File: src/rtl/store_align_unit_if.sv
// Store-side and memory-side signals of the store alignment unit.
// The slave modport is the unit itself; the master modport is the surrounding pipeline and memory.
interface store_align_unit_if #(
  parameter int XLEN   = 32,
  parameter int ADDR_W = 32,
  parameter int CNT_W  = 16
);
  localparam int NB = XLEN / 8;

  logic              st_valid;
  logic              st_ready;
  logic [2:0]        st_funct3;
  logic [ADDR_W-1:0] st_addr;
  logic [XLEN-1:0]   st_wdata;
  logic              st_done;
  logic              st_err;
  logic              mem_req;
  logic              mem_ack;
  logic [ADDR_W-1:0] mem_addr;
  logic [XLEN-1:0]   mem_wdata;
  logic [NB-1:0]     mem_be;
  logic [CNT_W-1:0]  split_cnt;

  modport slave (
    input  st_valid, st_funct3, st_addr, st_wdata, mem_ack,
    output st_ready, st_done, st_err, mem_req, mem_addr, mem_wdata, mem_be, split_cnt
  );

  modport master (
    output st_valid, st_funct3, st_addr, st_wdata, mem_ack,
    input  st_ready, st_done, st_err, mem_req, mem_addr, mem_wdata, mem_be, split_cnt
  );
endinterface

File: src/rtl/store_align_unit.sv
// Aligns one RISC-V store to the data-memory lanes and issues it as one or two
// request/ack beats, splitting stores that cross a bus-word boundary.
module store_align_unit #(
  parameter int XLEN             = 32,
  parameter int ADDR_W           = 32,
  parameter bit ALLOW_MISALIGNED = 1'b1,
  parameter int CNT_W            = 16
) (
  input  logic                clk,
  input  logic                rst_n,
  store_align_unit_if.slave   bus
);
  localparam int NB   = XLEN / 8;
  localparam int OFFW = $clog2(NB);

  typedef enum logic [1:0] {IDLE, BEAT0, BEAT1, RESP} state_t;

  state_t            state_q;
  logic              st_ready_q, st_done_q, st_err_q;
  logic              mem_req_q;
  logic [ADDR_W-1:0] mem_addr_q;
  logic [XLEN-1:0]   mem_wdata_q;
  logic [NB-1:0]     mem_be_q;
  logic [CNT_W-1:0]  split_cnt_q;
  logic              split_q;
  logic [ADDR_W-1:0] b1_addr_q;
  logic [XLEN-1:0]   b1_data_q;
  logic [NB-1:0]     b1_be_q;

  logic [OFFW-1:0]   off;
  logic [2*NB-1:0]   mask2;
  logic [2*NB-1:0]   be2;
  logic [2*XLEN-1:0] data2;
  logic [ADDR_W-1:0] base_addr;
  logic              legal;
  logic              split;

  // The byte mask and data are shifted into a double-width window so the
  // upper half directly gives the second beat of a boundary-crossing store.
  always_comb begin
    mask2 = '0;
    legal = 1'b1;
    case (bus.st_funct3)
      3'b000:  mask2 = (2*NB)'(8'h01);
      3'b001:  mask2 = (2*NB)'(8'h03);
      3'b010:  mask2 = (2*NB)'(8'h0F);
      3'b011: begin
        if (XLEN == 64) mask2 = (2*NB)'(8'hFF);
        else            legal = 1'b0;
      end
      default: legal = 1'b0;
    endcase
  end

  assign off       = bus.st_addr[OFFW-1:0];
  assign be2       = mask2 << off;
  assign data2     = {{XLEN{1'b0}}, bus.st_wdata} << {off, 3'b000};
  assign base_addr = {bus.st_addr[ADDR_W-1:OFFW], {OFFW{1'b0}}};
  assign split     = (be2[2*NB-1:NB] != '0);

  always_ff @(posedge clk or negedge rst_n) begin
    if (!rst_n) begin
      state_q     <= IDLE;
      st_ready_q  <= 1'b0;
      st_done_q   <= 1'b0;
      st_err_q    <= 1'b0;
      mem_req_q   <= 1'b0;
      mem_addr_q  <= '0;
      mem_wdata_q <= '0;
      mem_be_q    <= '0;
      split_cnt_q <= '0;
      split_q     <= 1'b0;
      b1_addr_q   <= '0;
      b1_data_q   <= '0;
      b1_be_q     <= '0;
    end else begin
      case (state_q)
        IDLE: begin
          st_ready_q <= 1'b1;
          if (bus.st_valid && st_ready_q) begin
            st_ready_q <= 1'b0;
            if (!legal || (split && !ALLOW_MISALIGNED)) begin
              state_q   <= RESP;
              st_done_q <= 1'b1;
              st_err_q  <= 1'b1;
            end else begin
              state_q     <= BEAT0;
              mem_req_q   <= 1'b1;
              mem_addr_q  <= base_addr;
              mem_wdata_q <= data2[XLEN-1:0];
              mem_be_q    <= be2[NB-1:0];
              split_q     <= split;
              b1_addr_q   <= base_addr + ADDR_W'(NB);
              b1_data_q   <= data2[2*XLEN-1:XLEN];
              b1_be_q     <= be2[2*NB-1:NB];
            end
          end
        end
        BEAT0: begin
          if (mem_req_q && bus.mem_ack) begin
            if (split_q) begin
              state_q     <= BEAT1;
              mem_addr_q  <= b1_addr_q;
              mem_wdata_q <= b1_data_q;
              mem_be_q    <= b1_be_q;
              if (split_cnt_q != '1) split_cnt_q <= split_cnt_q + CNT_W'(1);
            end else begin
              state_q     <= RESP;
              mem_req_q   <= 1'b0;
              mem_wdata_q <= '0;
              mem_be_q    <= '0;
              st_done_q   <= 1'b1;
              st_err_q    <= 1'b0;
            end
          end
        end
        BEAT1: begin
          if (mem_req_q && bus.mem_ack) begin
            state_q     <= RESP;
            mem_req_q   <= 1'b0;
            mem_wdata_q <= '0;
            mem_be_q    <= '0;
            st_done_q   <= 1'b1;
            st_err_q    <= 1'b0;
          end
        end
        RESP: begin
          state_q    <= IDLE;
          st_done_q  <= 1'b0;
          st_err_q   <= 1'b0;
          st_ready_q <= 1'b1;
        end
        default: state_q <= IDLE;
      endcase
    end
  end

  assign bus.st_ready  = st_ready_q;
  assign bus.st_done   = st_done_q;
  assign bus.st_err    = st_err_q;
  assign bus.mem_req   = mem_req_q;
  assign bus.mem_addr  = mem_addr_q;
  assign bus.mem_wdata = mem_wdata_q;
  assign bus.mem_be    = mem_be_q;
  assign bus.split_cnt = split_cnt_q;
endmodule
File: src/flat_wrapper.sv
// flat-port wrapper written by rule: the top's interface ports become plain ports
module store_align_unit_flat 
#(
  parameter int XLEN             = 32,
  parameter int ADDR_W           = 32,
  parameter bit ALLOW_MISALIGNED = 1'b1,
  parameter int CNT_W            = 16
)
  (clk, rst_n, bus_st_valid, bus_st_funct3, bus_st_addr, bus_st_wdata, bus_mem_ack, bus_st_ready, bus_st_done, bus_st_err, bus_mem_req, bus_mem_addr, bus_mem_wdata, bus_mem_be, bus_split_cnt);
  store_align_unit_if #(.XLEN(XLEN), .ADDR_W(ADDR_W), .CNT_W(CNT_W)) bus_i ();
  input  logic clk;
  input  logic rst_n;
  input wire logic [$bits(bus_i.st_valid)-1:0] bus_st_valid;
  input wire logic [$bits(bus_i.st_funct3)-1:0] bus_st_funct3;
  input wire logic [$bits(bus_i.st_addr)-1:0] bus_st_addr;
  input wire logic [$bits(bus_i.st_wdata)-1:0] bus_st_wdata;
  input wire logic [$bits(bus_i.mem_ack)-1:0] bus_mem_ack;
  output wire logic [$bits(bus_i.st_ready)-1:0] bus_st_ready;
  output wire logic [$bits(bus_i.st_done)-1:0] bus_st_done;
  output wire logic [$bits(bus_i.st_err)-1:0] bus_st_err;
  output wire logic [$bits(bus_i.mem_req)-1:0] bus_mem_req;
  output wire logic [$bits(bus_i.mem_addr)-1:0] bus_mem_addr;
  output wire logic [$bits(bus_i.mem_wdata)-1:0] bus_mem_wdata;
  output wire logic [$bits(bus_i.mem_be)-1:0] bus_mem_be;
  output wire logic [$bits(bus_i.split_cnt)-1:0] bus_split_cnt;
  assign bus_i.st_valid = bus_st_valid;
  assign bus_i.st_funct3 = bus_st_funct3;
  assign bus_i.st_addr = bus_st_addr;
  assign bus_i.st_wdata = bus_st_wdata;
  assign bus_i.mem_ack = bus_mem_ack;
  assign bus_st_ready = bus_i.st_ready;
  assign bus_st_done = bus_i.st_done;
  assign bus_st_err = bus_i.st_err;
  assign bus_mem_req = bus_i.mem_req;
  assign bus_mem_addr = bus_i.mem_addr;
  assign bus_mem_wdata = bus_i.mem_wdata;
  assign bus_mem_be = bus_i.mem_be;
  assign bus_split_cnt = bus_i.split_cnt;
  store_align_unit #(.XLEN(XLEN), .ADDR_W(ADDR_W), .ALLOW_MISALIGNED(ALLOW_MISALIGNED), .CNT_W(CNT_W)) u_core (.clk(clk), .rst_n(rst_n), .bus(bus_i));
endmodule
File: config.mk
export PLATFORM = sky130hd
export DESIGN_NAME = store_align_unit_flat
export DESIGN_NICKNAME = d
export VERILOG_FILES = /design/src/rtl/store_align_unit_if.sv /design/src/rtl/store_align_unit.sv /design/src/flat_wrapper.sv
export SDC_FILE = /design/constraint.sdc
export NUM_CORES = 1
export LEC_CHECK = 0
export CAP_MARGIN = 40
export CORE_MARGIN = 5
export CORE_UTILIZATION = 40
export CTS_BUF_LIST = sky130_fd_sc_hd__clkbuf_4
export CTS_CLUSTER_SIZE = 25
export DETAILED_ROUTE_END_ITERATION = 8
export PLACE_DENSITY = 0.65
export SKIP_CTS_REPAIR_TIMING = 1
export SLEW_MARGIN = 20
export SYNTH_ARGS = -nofsm -noshare
export SYNTH_HDL_FRONTEND = slang
export SYNTH_SLANG_ARGS = --single-unit
File: constraint.sdc
create_clock -name clk -period 3.34 [get_ports clk]
set_input_delay 0.668 -clock clk [delete_from_list [all_inputs] [get_ports clk]]
set_output_delay 0.668 -clock clk [all_outputs]
set_load 0.01 [all_outputs]
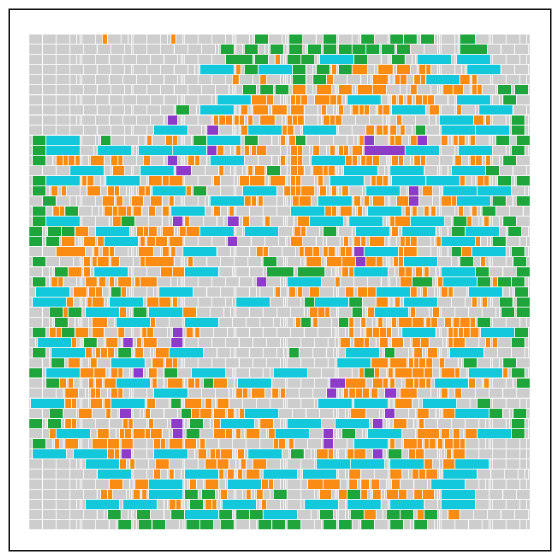
Figure 1: placement by cell class.
Fill, decap, tap and diode cells in gray.
color	class	cells	share of their area
purple	clock drivers and dummy loads	32	3.0%
cyan	registers	146	40%
green	remaining buffers and delay cells	176	19%
orange	remaining logic cells	597	38%

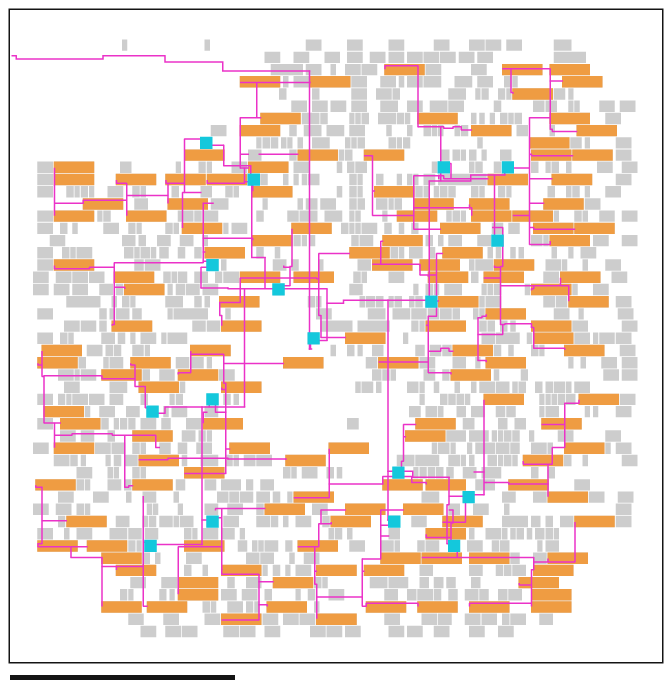
Figure 2: clock distribution.
Bar = 50 µm.
[magenta] clock wires | length: 1940 µm
[orange] flip-flops | count: 146
[cyan] clock-net drivers | count: 17
flops lie	all over the die

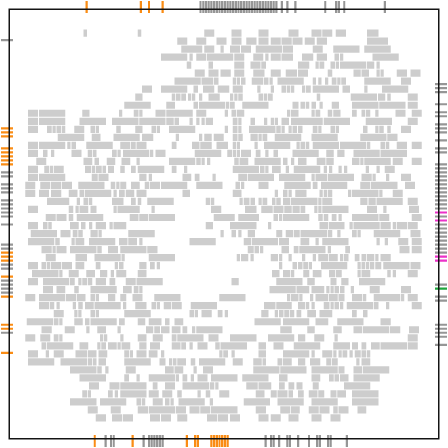
Figure 3: pin map.
Pins as bars across the die edge, other pins in gray.
color	port	pins	direction	edge
green	bus_mem_ack	1	input	right
orange	bus_mem_addr	32	output	16 left, 12 bottom, 4 top
magenta	bus_mem_be	4	output	right
all pins by edge	46 right, 41 top, 37 left, 35 bottom

==> notes.md <==
flow finished, numbers: RSZ-0062 raised after global routing=no, Max-Cap Viols=0, reg-to-reg slack, setup=1.01 ns, met1 WL=about 9300 µm, Root Driver=clkbuf_4, Logic area=3420 µm², Final setup violation count=0, Flop+latch power=2.91 mW, clock buffer count=17, P_int=4.36 mW, Clock group=1.12 mW, R2R cell count=8, layout cell share with drive strength beyond 1=9.15%, Synth top cell by count=nand2_1, Tightest Pin Transition=0.683 ns, # diodes=2, largest cell class by area=sequential cells, pwr/cell area=771 nW/µm², number of enable flip-flop cells=0, Worst EP required=between 3 and 4 ns, Comb power frac=about 45%, crit path time final=2.33 ns, CTS max path bufs=2, post-synth top area cell=dfrtp_1, H-Tree Depth=4, # nets final=1017, Clock transition at path regs=0.15 ns, initial antenna violation count=2, Wirelength per Cell=16.3 µm, Commonest flop=dfrtp_1, GR met3 Demand/Resource=4.77%, drc violations=0, first-pass GRT wire length=31400 µm, Synth warnings=0, Crit path buffers/inverters=3, Synth flops=146, WP depth=8, design area=9480 µm², synth unique cells=46, Non-clock buffering overhead=18.7%, number of fill cells=1693, largest net degree at the start of global routing=67, CTS tree=done, Layout Skew=0.0253 ns, P_sw=2.94 mW, Vias=6040, top routing layer used=met4, final worst slack=1.01 ns, Commonest cells post-synth=164 x nand2_1, 146 x dfrtp_1, 104 x o21ai_0, crit-path cells=inv_1, ha_1, buf_4, or2_2, nor2_1, buf_4, a221oi_1, nor2_1, setup TNS=0 ns, Flop area=3650 µm², status=complete, no violations, Non-clk invs=18, GR Util met2=26.6%, total global routing overflow=0
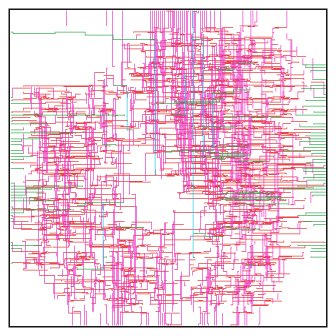
Figure 4: metal layers overlaid.
color	layer	wire length
red	M1	9280 µm
cyan	M4	316 µm
magenta	M2	8420 µm
green	M3	1250 µm
final wirelength: 19300 µm
GR Util All Layers: 18.2%

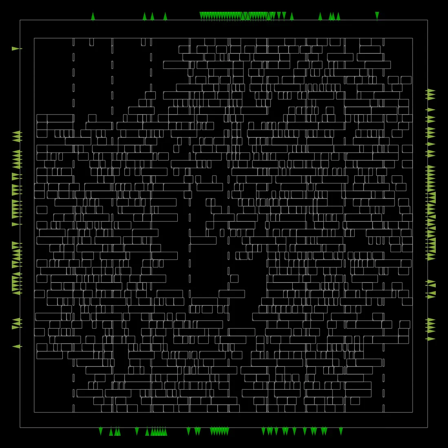
Figure 5: placement view.
Final Non-Filler Cells: 1182
Final Core Density: 52.8%
n_taps: 229

Power and IR drop assume default switching activity.
